File: src/rtl/pc_seq_if.sv
// pc_seq_if -- bundle between the main control FSM and the program-counter unit.
//
// The control side (master) drives the write enables, the PC source select and
// the candidate targets. The sequencer (slave) returns the registered PC, its
// incremented value, the previous PC and its status outputs.
//
// Signals:
//   pc_we, pc_we_cond, zero   write enables and ALU zero flag
//   pc_src[1:0]               00 seq, 01 branch, 10 jump, 11 register
//   imm[OFF_W]                branch offset in instructions
//   jtarget[JT_W]             jump target field
//   rs_val[PC_W]              register jump target
//   stall, halt               freeze PC / enter HALT
//   pc, pc_plus, pc_prev      current, incremented and previous PC
//   pc_valid, misalign        RUN indicator, rejected-target pulse
//   upd_cnt[CNT_W]            accepted update counter
//   exc, epc                  exception request / saved PC (only with PC_EXC_EN)
interface pc_seq_if #(
    parameter int PC_W  = 32,
    parameter int OFF_W = 16,
    parameter int JT_W  = 26,
    parameter int CNT_W = 32
);
    logic             pc_we;
    logic             pc_we_cond;
    logic             zero;
    logic [1:0]       pc_src;
    logic [OFF_W-1:0] imm;
    logic [JT_W-1:0]  jtarget;
    logic [PC_W-1:0]  rs_val;
    logic             stall;
    logic             halt;
    logic [PC_W-1:0]  pc;
    logic [PC_W-1:0]  pc_plus;
    logic [PC_W-1:0]  pc_prev;
    logic             pc_valid;
    logic             misalign;
    logic [CNT_W-1:0] upd_cnt;
`ifdef PC_EXC_EN
    logic             exc;
    logic [PC_W-1:0]  epc;

    modport master (
        output pc_we, pc_we_cond, zero, pc_src, imm, jtarget, rs_val, stall, halt, exc,
        input  pc, pc_plus, pc_prev, pc_valid, misalign, upd_cnt, epc
    );
    modport slave (
        input  pc_we, pc_we_cond, zero, pc_src, imm, jtarget, rs_val, stall, halt, exc,
        output pc, pc_plus, pc_prev, pc_valid, misalign, upd_cnt, epc
    );
`else
    modport master (
        output pc_we, pc_we_cond, zero, pc_src, imm, jtarget, rs_val, stall, halt,
        input  pc, pc_plus, pc_prev, pc_valid, misalign, upd_cnt
    );
    modport slave (
        input  pc_we, pc_we_cond, zero, pc_src, imm, jtarget, rs_val, stall, halt,
        output pc, pc_plus, pc_prev, pc_valid, misalign, upd_cnt
    );
`endif
endinterface

File: src/rtl/pc_sequencer.sv
// pc_sequencer -- program-counter unit for the multicycle MIPS datapath.
//
// Holds the PC register and selects the next PC (sequential, branch, jump or
// register). A BOOT/RUN/HALT FSM gates all writes; misaligned targets are
// rejected with a one-cycle misalign pulse; accepted updates are counted with
// a saturating counter.
//
// Ports:
//   clk    rising-edge clock
//   rst_n  asynchronous active-low reset
//   bus    pc_seq_if.slave (control inputs in, PC/status outputs out)
//
// Optional feature macro: PC_EXC_EN adds the exc input and the epc output.
// With it, exc in RUN loads EXC_VEC, saves the old PC in epc and pc_prev and
// counts as an update, taking precedence over halt, stall and normal writes.
module pc_sequencer #(
    parameter int              PC_W     = 32,
    parameter logic [PC_W-1:0] RESET_PC = '0,
    parameter int              STEP     = 1,
    parameter int              OFF_W    = 16,
    parameter int              JT_W     = 26,
    parameter int              CNT_W    = 32,
    parameter logic [PC_W-1:0] EXC_VEC  = 'h20
) (
    input  logic     clk,
    input  logic     rst_n,
    pc_seq_if.slave  bus
);
    localparam int SH = $clog2(STEP);
    // Low address bits that must be zero for an aligned target (empty for STEP=1).
    localparam logic [PC_W-1:0] ALIGN_MASK = PC_W'(STEP - 1);
    // Upper bits of pc_plus kept by a jump; zero when the field covers the whole PC.
    localparam logic [PC_W-1:0] JUMP_KEEP  = ~((PC_W'(1) << (JT_W + SH)) - PC_W'(1));

    typedef enum logic [1:0] {BOOT, RUN, HALT} state_t;

    state_t           state_reg, state_next;
    logic [PC_W-1:0]  pc_reg, pc_prev_reg;
    logic [CNT_W-1:0] cnt_reg, cnt_sat;
    logic             misalign_reg;
    logic [PC_W-1:0]  pc_plus, imm_ext, target;
    logic             misaligned, wr, accept, exc_take;

`ifdef PC_EXC_EN
    logic [PC_W-1:0]  epc_reg;
    assign exc_take = (state_reg == RUN) & bus.exc;
    assign bus.epc  = epc_reg;
`else
    assign exc_take = 1'b0;
`endif

    // Next-PC datapath.
    always_comb begin
        pc_plus = pc_reg + PC_W'(STEP);
        imm_ext = {{(PC_W-OFF_W){bus.imm[OFF_W-1]}}, bus.imm};
        target  = pc_plus;
        case (bus.pc_src)
            2'b00: target = pc_plus;
            2'b01: target = pc_plus + (imm_ext << SH);
            2'b10: target = (pc_plus & JUMP_KEEP) | (PC_W'(bus.jtarget) << SH);
            2'b11: target = bus.rs_val;
            default: target = pc_plus;
        endcase
        misaligned = |(target & ALIGN_MASK);
        // halt and stall both block the write; an exception pre-empts it.
        wr = (state_reg == RUN) & ~bus.stall & ~bus.halt & ~exc_take
           & (bus.pc_we | (bus.pc_we_cond & bus.zero));
        accept  = wr & ~misaligned;
        cnt_sat = (&cnt_reg) ? cnt_reg : cnt_reg + CNT_W'(1);
    end

    // FSM next state: BOOT lasts one cycle; HALT is left only by reset.
    always_comb begin
        state_next = state_reg;
        case (state_reg)
            BOOT:    state_next = RUN;
            RUN:     if (bus.halt && !exc_take) state_next = HALT;
            HALT:    state_next = HALT;
            default: state_next = BOOT;
        endcase
    end

    always_ff @(posedge clk or negedge rst_n) begin
        if (!rst_n) begin
            state_reg <= BOOT;
        end else begin
            state_reg <= state_next;
        end
    end

    always_ff @(posedge clk or negedge rst_n) begin
        if (!rst_n) begin
            pc_reg       <= RESET_PC;
            pc_prev_reg  <= RESET_PC;
            cnt_reg      <= '0;
            misalign_reg <= 1'b0;
`ifdef PC_EXC_EN
            epc_reg      <= '0;
`endif
        end else begin
            misalign_reg <= wr & misaligned;
            if (accept) begin
                pc_reg      <= target;
                pc_prev_reg <= pc_reg;
                cnt_reg     <= cnt_sat;
            end
`ifdef PC_EXC_EN
            if (exc_take) begin
                pc_reg      <= EXC_VEC;
                pc_prev_reg <= pc_reg;
                epc_reg     <= pc_reg;
                cnt_reg     <= cnt_sat;
            end
`endif
        end
    end

    assign bus.pc       = pc_reg;
    assign bus.pc_plus  = pc_plus;
    assign bus.pc_prev  = pc_prev_reg;
    assign bus.pc_valid = (state_reg == RUN);
    assign bus.misalign = misalign_reg;
    assign bus.upd_cnt  = cnt_reg;
endmodule

File: src/flat_wrapper.sv
// flat-port wrapper written by rule: the top's interface ports become plain ports
module pc_sequencer_flat 
#(
    parameter int              PC_W     = 32,
    parameter logic [PC_W-1:0] RESET_PC = '0,
    parameter int              STEP     = 1,
    parameter int              OFF_W    = 16,
    parameter int              JT_W     = 26,
    parameter int              CNT_W    = 32,
    parameter logic [PC_W-1:0] EXC_VEC  = 'h20
)
  (clk, rst_n, bus_pc_we, bus_pc_we_cond, bus_zero, bus_pc_src, bus_imm, bus_jtarget, bus_rs_val, bus_stall, bus_halt, bus_pc, bus_pc_plus, bus_pc_prev, bus_pc_valid, bus_misalign, bus_upd_cnt);
  pc_seq_if #(.PC_W(PC_W), .OFF_W(OFF_W), .JT_W(JT_W), .CNT_W(CNT_W)) bus_i ();
  input  logic clk;
  input  logic rst_n;
  input wire logic [$bits(bus_i.pc_we)-1:0] bus_pc_we;
  input wire logic [$bits(bus_i.pc_we_cond)-1:0] bus_pc_we_cond;
  input wire logic [$bits(bus_i.zero)-1:0] bus_zero;
  input wire logic [$bits(bus_i.pc_src)-1:0] bus_pc_src;
  input wire logic [$bits(bus_i.imm)-1:0] bus_imm;
  input wire logic [$bits(bus_i.jtarget)-1:0] bus_jtarget;
  input wire logic [$bits(bus_i.rs_val)-1:0] bus_rs_val;
  input wire logic [$bits(bus_i.stall)-1:0] bus_stall;
  input wire logic [$bits(bus_i.halt)-1:0] bus_halt;
  output wire logic [$bits(bus_i.pc)-1:0] bus_pc;
  output wire logic [$bits(bus_i.pc_plus)-1:0] bus_pc_plus;
  output wire logic [$bits(bus_i.pc_prev)-1:0] bus_pc_prev;
  output wire logic [$bits(bus_i.pc_valid)-1:0] bus_pc_valid;
  output wire logic [$bits(bus_i.misalign)-1:0] bus_misalign;
  output wire logic [$bits(bus_i.upd_cnt)-1:0] bus_upd_cnt;
  assign bus_i.pc_we = bus_pc_we;
  assign bus_i.pc_we_cond = bus_pc_we_cond;
  assign bus_i.zero = bus_zero;
  assign bus_i.pc_src = bus_pc_src;
  assign bus_i.imm = bus_imm;
  assign bus_i.jtarget = bus_jtarget;
  assign bus_i.rs_val = bus_rs_val;
  assign bus_i.stall = bus_stall;
  assign bus_i.halt = bus_halt;
  assign bus_pc = bus_i.pc;
  assign bus_pc_plus = bus_i.pc_plus;
  assign bus_pc_prev = bus_i.pc_prev;
  assign bus_pc_valid = bus_i.pc_valid;
  assign bus_misalign = bus_i.misalign;
  assign bus_upd_cnt = bus_i.upd_cnt;
  pc_sequencer #(.PC_W(PC_W), .RESET_PC(RESET_PC), .STEP(STEP), .OFF_W(OFF_W), .JT_W(JT_W), .CNT_W(CNT_W), .EXC_VEC(EXC_VEC)) u_core (.clk(clk), .rst_n(rst_n), .bus(bus_i));
endmodule
File: config.mk
export PLATFORM = sky130hd
export DESIGN_NAME = pc_sequencer_flat
export DESIGN_NICKNAME = d
export VERILOG_FILES = /design/src/rtl/pc_seq_if.sv /design/src/rtl/pc_sequencer.sv /design/src/flat_wrapper.sv
export SDC_FILE = /design/constraint.sdc
export NUM_CORES = 1
export LEC_CHECK = 0
export CORE_MARGIN = 4
export CORE_UTILIZATION = 53
export CTS_CLUSTER_DIAMETER = 100
export CTS_CLUSTER_SIZE = 28
export DETAILED_ROUTE_END_ITERATION = 6
export GPL_TIMING_DRIVEN = 0
export HOLD_SLACK_MARGIN = 0.06
export PLACE_DENSITY = 0.88
export SLEW_MARGIN = 20
export SYNTH_ARGS = -nofsm -noshare
export SYNTH_HDL_FRONTEND = slang
export SYNTH_SLANG_ARGS = --single-unit
File: constraint.sdc
create_clock -name clk -period 7.55 [get_ports clk]
set_input_delay 0.755 -clock clk [delete_from_list [all_inputs] [get_ports clk]]
set_output_delay 0.755 -clock clk [all_outputs]
set_load 0.01 [all_outputs]
==> impl_metrics.json <==
{
  "worst_pin_slew_ns": 1.02,
  "r2r_cells": 16,
  "drt_pass1_iterations": 6,
  "holdWs_ns": 0.236,
  "fin_nets": 1233,
  "internal_power_w": 0.00192,
  "path_class": "reg -> reg",
  "synth_cell_type_count": 74,
  "status": "finished clean",
  "hpwlAfterDp_um": 19900,
  "total_power_w": 0.00342,
  "path_delay_family": "simple AND/OR/NAND/NOR gates",
  "grt_pass1_wl_um": 39400,
  "path_max_fanout": 8,
  "finalClockSkew_ns": 0.00705,
  "critPathRequiredTime_ns": 7.82,
  "max_cap_violations": 0,
  "cp_slowest_cell": "nor3_2",
  "crit_chain": "buf_2 -> and4_1 -> nand4_2 -> nor3_2 -> nand3_1 -> nor2b_1 -> xor2_1 -> ha_1 -> clkbuf_1 -> a21oi_1 -> inv_1 -> o31a_1 -> a211oi_1 -> o32ai_1 -> a311o_1 -> o21ai_1",
  "ys.flop_type": "dfrtp_1",
  "cts_tree": "yes",
  "ys_async_sr_fraction_pct": 100,
  "avgSynthCellArea_um2": 8.24,
  "initCoreUtil_pct": 54.5,
  "yosys_area_um2": 7280,
  "clock_path_buffers": 2,
  "ctsResizeCount": 0,
  "place.port_buffers": 210,
  "fin_ws_ns": 2.97,
  "clkTransAtPathRegs_ns": 0.07,
  "cp.arrival_ns": 4.85,
  "yosys_cells": 884,
  "top_area_cell": "dfrtp_1",
  "comb_power_share_pct": 59.9,
  "synth_nets": 1011,
  "grt_antenna_before_repair": 0,
  "rsz0062_at_grt": "false",
  "viasPerCell": 6.01,
  "syn-cell-area_um2": 7280,
  "pwr-share-clk_pct": 14.1,
  "min_period_over_period_pct": 60.7,
  "fin_cells": 1287,
  "drt_iter0_markers": 919,
  "clock.fmax_ghz": 0.218,
  "ys_warn_count": 0,
  "gr-total-overflow": 0,
  "swShare_pct": 43.9,
  "regToRegEndpoint": "u_core.bus.pc[30]",
  "edf_count": 0,
  "cts.sinks": 98,
  "place_area_um2": 9630,
  "min_period_ns": 4.58,
  "fin_util_pct": 74.5,
  "tns_ns": 0,
  "gp_congestion": 1.00,
  "drc": 0,
  "r2r-start": "u_core.bus.pc[2]",
  "vdd_drop_max_v": 0.000189,
  "fin_area_um2": 9940,
  "die_w_um": 125,
  "synthCells": 884,
  "die_area_um2": 15700,
  "dp_slack_ns": 3.11,
  "diodes": 0,
  "numCtsBuffers": 9,
  "worstSkewPairLatency_ns": 0.35,
  "grt_max_degree": 82,
  "grt_pass1_vias": 7328,
  "max_slew_margin_pct": 32.0,
  "cts_setup_buffers": 0,
  "final_hold_viol_count": 0,
  "leakage_nw": 4.29,
  "yosysSeqAreaShare_pct": 33.7,
  "hold_buffers": 0,
  "power_frac_seq_pct": 26.0,
  "topCellsByArea": "dfrtp_1 (34%), nand2_1 (9.8%), ha_1 (7.4%), xnor2_1 (6.5%), a21oi_1 (4.0%)",
  "switching_power_w": 0.00150,
  "place_inst": 1271,
  "startpoint_type": "flop",
  "cp-end-kind": "flop",
  "num_io_pins": 213,
  "max_stage_delay_ns": 0.40,
  "ctsHtreeMaxLevel": 3,
  "ant_nets": 0,
  "synth_flops": 98,
  "setup_viol": 0,
  "drive_above_1_share_pct": 4.95,
  "area_growth_pct": 36.6,
  "synth_top_area_share_pct": 33.7,
  "cellPowerDensity_nw_per_um2": 344,
  "openroad.warnings": 35,
  "worst-path-buf-inv": 3,
  "hold_path_class": "in -> async",
  "rrSetupSlack_ns": 2.97,
  "die_h_um": 125,
  "slew_violations": 0,
  "cts_root_buffer": "clkbuf_16"
}
==> per-layer routing <==
metal,GRT usage [%],vias up,wire [um]
li1,-,3554,-
met1,42.6,3643,10200
met2,51.1,465,11900
met3,4.78,71,2500
met4,11.5,0,850
met5,0,-,0
==> cells by family after synthesis <==
family	share of synthesized area, %
buffers and inverters	3.57
flip-flops	33.7
AND/OR/NAND/NOR	24.7
XOR/XNOR	10.1
other	0.0515
AND-OR/OR-AND	15.7
adder cells (fa/ha/maj)	7.66
multiplexers	4.52
==> placed cells by master (no fill, tap or decap), drive strengths merged, types with 8 or more instances in the layout <==
cell type and instances:
nor2 54, inv 26, a21oi 58, nand2 192
nand2b 9, nor3 20, nand4 19, o211ai 8
ha 43, xor2 28, dfrtp 98, clkdlybuf4s50 209
and2 8, buf 15, xnor2 55, o21ai 45
and4 8, clkbuf 40, and3 11, mux4 9
a21o 8, nand3 48
==> synth_stat cells (8+ instances only) <==
| master | count |
|---|---|
| and2_1 | 8 |
| a21oi_1 | 58 |
| and4_1 | 8 |
| nor3_1 | 18 |
| nand3_1 | 47 |
| dfrtp_1 | 98 |
| mux4_2 | 9 |
| xor2_1 | 28 |
| a21o_1 | 8 |
| nand4_1 | 18 |
| inv_1 | 21 |
| nand2_1 | 191 |
| nor2_1 | 53 |
| o21ai_0 | 42 |
| nand2b_1 | 9 |
| ha_1 | 43 |
| xnor2_1 | 54 |
| and3_1 | 11 |
| o211ai_1 | 8 |
| clkbuf_1 | 30 |
==> layout make-up <==
type / instances / area, um^2 / share of cell area, %
inverters: 22 / 82.6 / 0.830
clock buffers: 9 / 225 / 2.26
multi-input cells: 720 / 4570 / 46.0
plain buffers: 44 / 178 / 1.79
repair buffers: 211 / 2130 / 21.4
flip-flops and latches: 98 / 2450 / 24.7
clock inverters: 7 / 82.6 / 0.830
well taps: 176 / 220 / 2.21
==> power by group through the flow <==
stage | registers [W] | logic (W) | clock network (W)
after global placement | 0.000879 | 0.00198 | 0
after CTS | 0.000880 | 0.00203 | 0.000482
final | 0.000889 | 0.00205 | 0.000481
after floorplan | 0.000910 | 0.00108 | 0
after global routing | 0.000909 | 0.00221 | 0.000501
after detailed placement | 0.000884 | 0.00201 | 0
==> worst max path at each step <==
| stage | start | endpoint | cells after the start |
|---|---|---|---|
| floorplan | u_core.bus.pc[7] | u_core.bus.pc[30] | 17 |
| global placement | rst_n | u_core.bus.pc[29] | 1 |
| detailed placement | u_core.bus.pc[2] | u_core.bus.pc[30] | 16 |
| CTS | u_core.bus.pc[2] | u_core.bus.pc[30] | 16 |
| global route | u_core.bus.pc[2] | u_core.bus.pc[31] | 17 |
| finish | u_core.bus.pc[2] | u_core.bus.pc[30] | 16 |
==> worst register-to-register path: cells and delay by family, from the launching register on <==
| family | cells | cell delay (ns) |
|---|---|---|
| AND-OR/OR-AND | 6 | 1.50 |
| XOR/XNOR | 1 | 0.29 |
| adder cells (fa/ha/maj) | 1 | 0.28 |
| buffers and inverters | 3 | 0.48 |
| flip-flops | 1 | 0.39 |
| AND/OR/NAND/NOR | 5 | 1.59 |
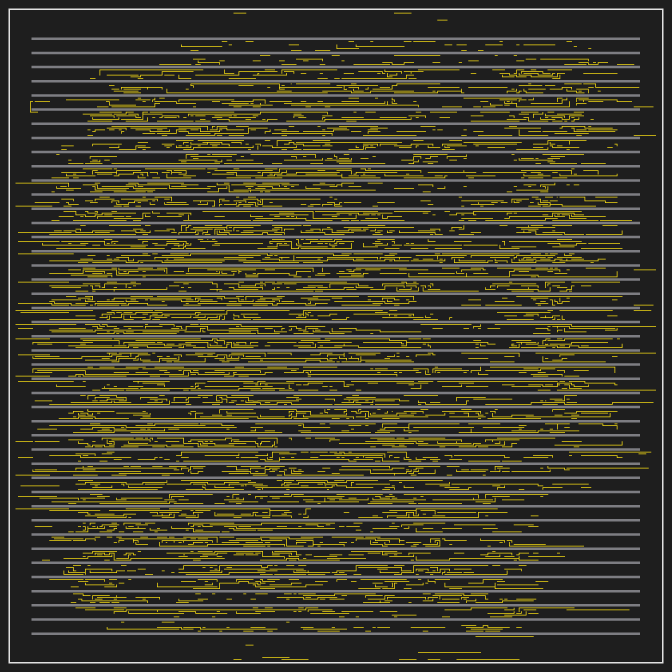
**Above:** the metal 1 layer.
Supply wires on this layer in grey.
share of all routed wire: 40%
longest straight run: 34.5 um
nets with wire on the layer: 1109
met1 usage: 42.6%
final WL: 25400 um
routed vias: 7733

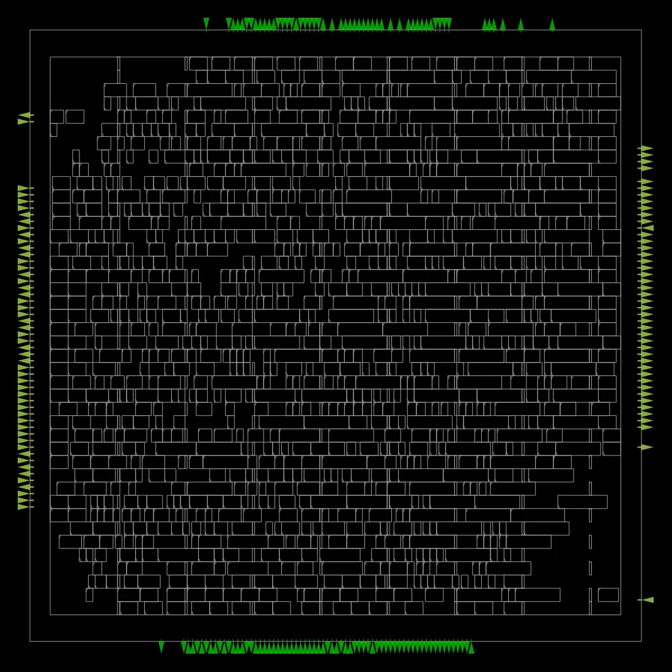
**Above:** cell placement.
core area: 13300 um^2
FP Rows: 42
Layout fillers: 1014

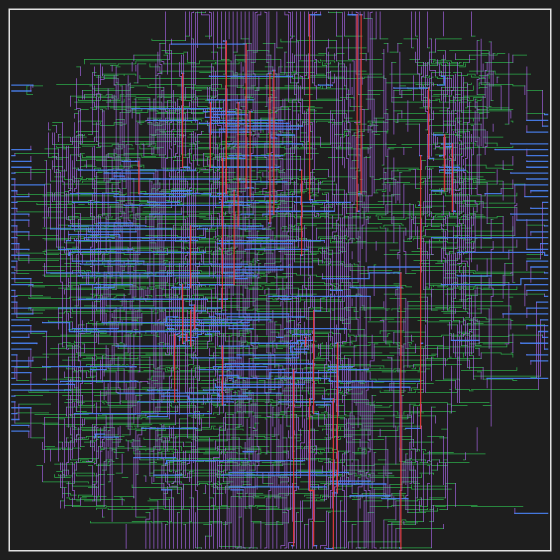
**Above:** routed metal, one colour a layer.
legend:
  red:
    layer: M4
    wire_length: 850 um
  purple:
    layer: M2
    wire_length: 11900 um
  green:
    layer: M1
    wire_length: 10200 um
  blue:
    layer: M3
    wire_length: 2500 um
routed len/inst: 19.7 um
Total GRT Usage: 31.3%

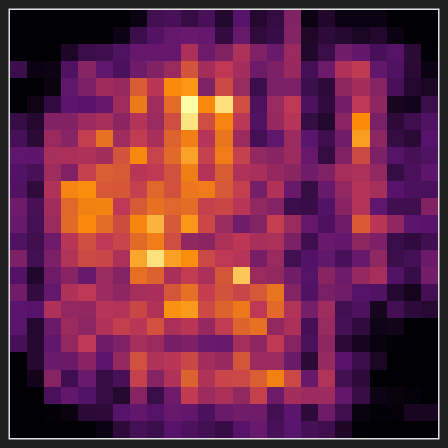
**Above:** wire density map.
The die is cut into 25 by 25 equal tiles; black is low, pale yellow is high, scaled to the fullest tile. Values are wire area over tile area, all layers added.
emptiest ninth of the die: south-east
nearly empty tiles: 9.4%
mean over tiles: 0.27
densest ninth of the die: centre

No activity file was given, so power comes from the tool's default toggle rates.
